### Track usage over the die, run 1

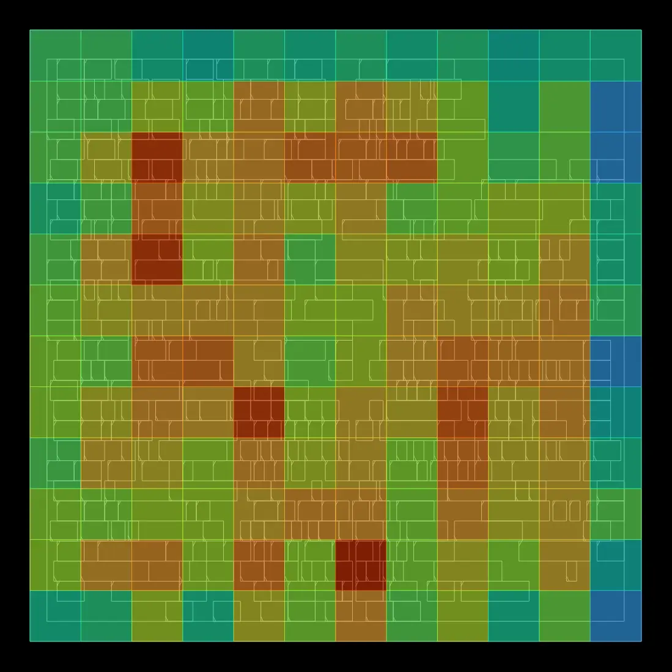
### Placed cells, one colour a class, run 1

Drawn at 6 px/µm. Fill, decap, tap and diode cells in grey.
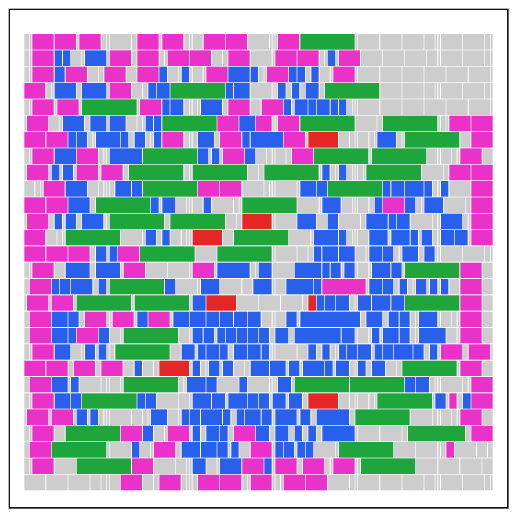
### Register map, names as in the netlist, run 1

Drawn at 6 px/µm. Other sequential cells in the stronger grey, the rest of the logic in the fainter grey.
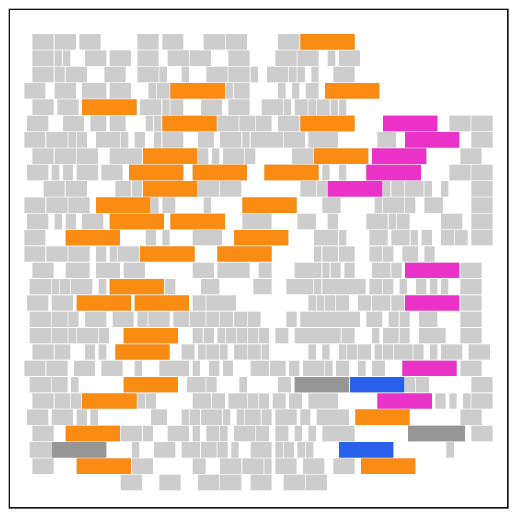
Design instr_encoder, sky130hd; sources not shown.
==> results.json, run 1 <==
{
  "status": "completed",
  "dr.max_layer_used": "met4",
  "dp_slack_ns": 2.03,
  "p_leak_nw": 1.65,
  "crit_chain": "clkdlybuf4s50_1, nor2b_1, and3_1, o21ai_0, mux2_1",
  "drtAntennaViolNets": 0,
  "instances_no_fill": 504,
  "critPathMaxFanout": 28,
  "die_h_um": 82.8,
  "worstPathArrival_ns": 3.36,
  "cts.hold.buffers_added": 0,
  "start_kind": "primary input",
  "powerClk_mw": 0.188,
  "clock_area_frac": 0.0210,
  "worst_pin_slew_ns": 1.49,
  "fmax_mhz": 314,
  "r2r_setup_slack_ns": 3.06,
  "chipArea_um2": 6860,
  "p_int_mw": 0.591,
  "vias": 2779,
  "buffers": 125,
  "dpl.hpwl_um": 5700,
  "pwr.group.combinational_mw": 0.260,
  "placedCellCount": 495,
  "ys_area_um2": 2860,
  "min_path_cells": 1,
  "core_um2": 5960,
  "grt_use_total": 0.222,
  "n_fill_cell": 486,
  "most_common_cell": "dfrtp_1",
  "area_share_nonclk_buffers": 0.303,
  "drc": 0,
  "synthTopCellsByArea": "dfrtp_1, nor2_1, nand2_1",
  "cts-root-buf": "clkbuf_8",
  "finalHoldViolCount": 0,
  "clock_latency_ns": 0.29,
  "top_area_cell": "dfrtp_1",
  "grt_max_degree": 46
}
About 'Track usage over the die':
busiest grt layer: met2
Routed wire per std cell: 15.2 µm

About 'Placed cells, one colour a class':
Key: clock drivers and dummy loads = red [cells 7]; other buffers and delay cells = magenta [cells 125]; all other logic = blue [cells 252]; flip-flops = green [cells 45]
Seq area share: 0.274
Core Util, Final: 0.690
fin area: 4110 µm²
Row Count: 28

About 'Register map, names as in the netlist':
Key: im_wdata = orange [placed flops 31]; count = magenta [placed flops 9]; state_reg = blue [placed flops 2]
Another 3 sequential cells are not coloured.
Sequential Power: 0.371 mW
register area: 1130 µm²

--- run 2 (diff from run 1) ---
Settings changed: CORE_UTILIZATION 46 to 39, PLACE_DENSITY 0.87 to 0.78.
Clock period 5.95 ns to 2.64 ns, I/O delays scaled along.
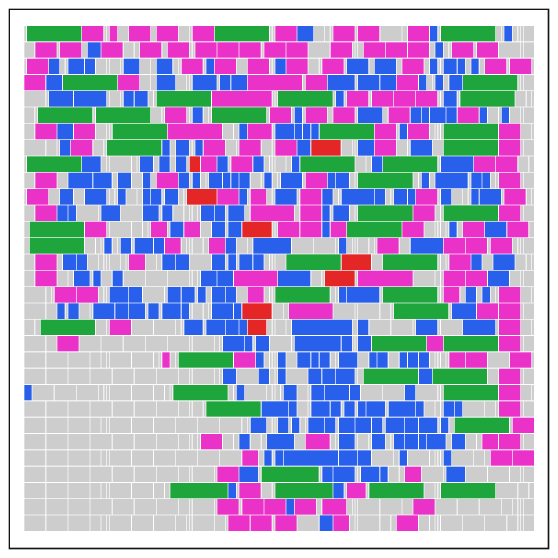
*Placed cells, one colour a class, run 2*
Drawn at 6 px/µm. Fill, decap, tap and diode cells in grey.
Key: other buffers and delay cells = magenta [cells 149]; flip-flops = green [cells 45]; all other logic = blue [cells 252]; clock drivers and dummy loads = red [cells 8]
Seq area share: 0.249
fin area: 4540 µm²
Row Count: 31
Core Util, Final: 0.633
core area: 7180 µm²

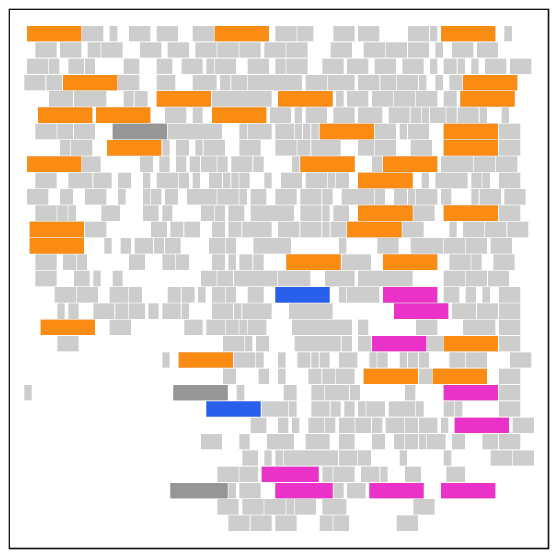
*Register map, names as in the netlist, run 2*
Drawn at 6 px/µm. Other sequential cells in the stronger grey, the rest of the logic in the fainter grey.
Key: im_wdata = orange [placed flops 31]; count = magenta [placed flops 9]; state_reg = blue [placed flops 2]
Another 3 sequential cells are not coloured.
register area: 1130 µm²
Sequential Power: 0.837 mW

==> results.json, run 2 <==
{
  "status": "finished, violations left",
  "violations": "max-capacitance violations, max-slew violations",
  "area_share_nonclk_buffers": 0.338,
  "drc": 0,
  "finalHoldViolCount": 0,
  "critPathMaxFanout": 7,
  "clock_area_frac": 0.0212,
  "clock_latency_ns": 0.30,
  "dp_slack_ns": 0.194,
  "fmax_mhz": 421,
  "maxSlewViolCount": 36,
  "p_int_mw": 1.39,
  "worstPathArrival_ns": 2.57,
  "min_path_cells": 1,
  "instances_no_fill": 553,
  "dpl.hpwl_um": 6260,
  "worst_pin_slew_ns": 1.91,
  "n_fill_cell": 606,
  "start_kind": "register",
  "chipArea_um2": 8030,
  "drtAntennaViolNets": 0,
  "grt_max_degree": 36,
  "dr.max_layer_used": "met4",
  "synthTopCellsByArea": "dfrtp_1, nor2_1, nand2_1",
  "cts.hold.buffers_added": 0,
  "ys_area_um2": 2860,
  "cts-root-buf": "clkbuf_8",
  "buffers": 149,
  "powerClk_mw": 0.453,
  "drv_cap": 1
}
Power and IR drop assume default switching activity.
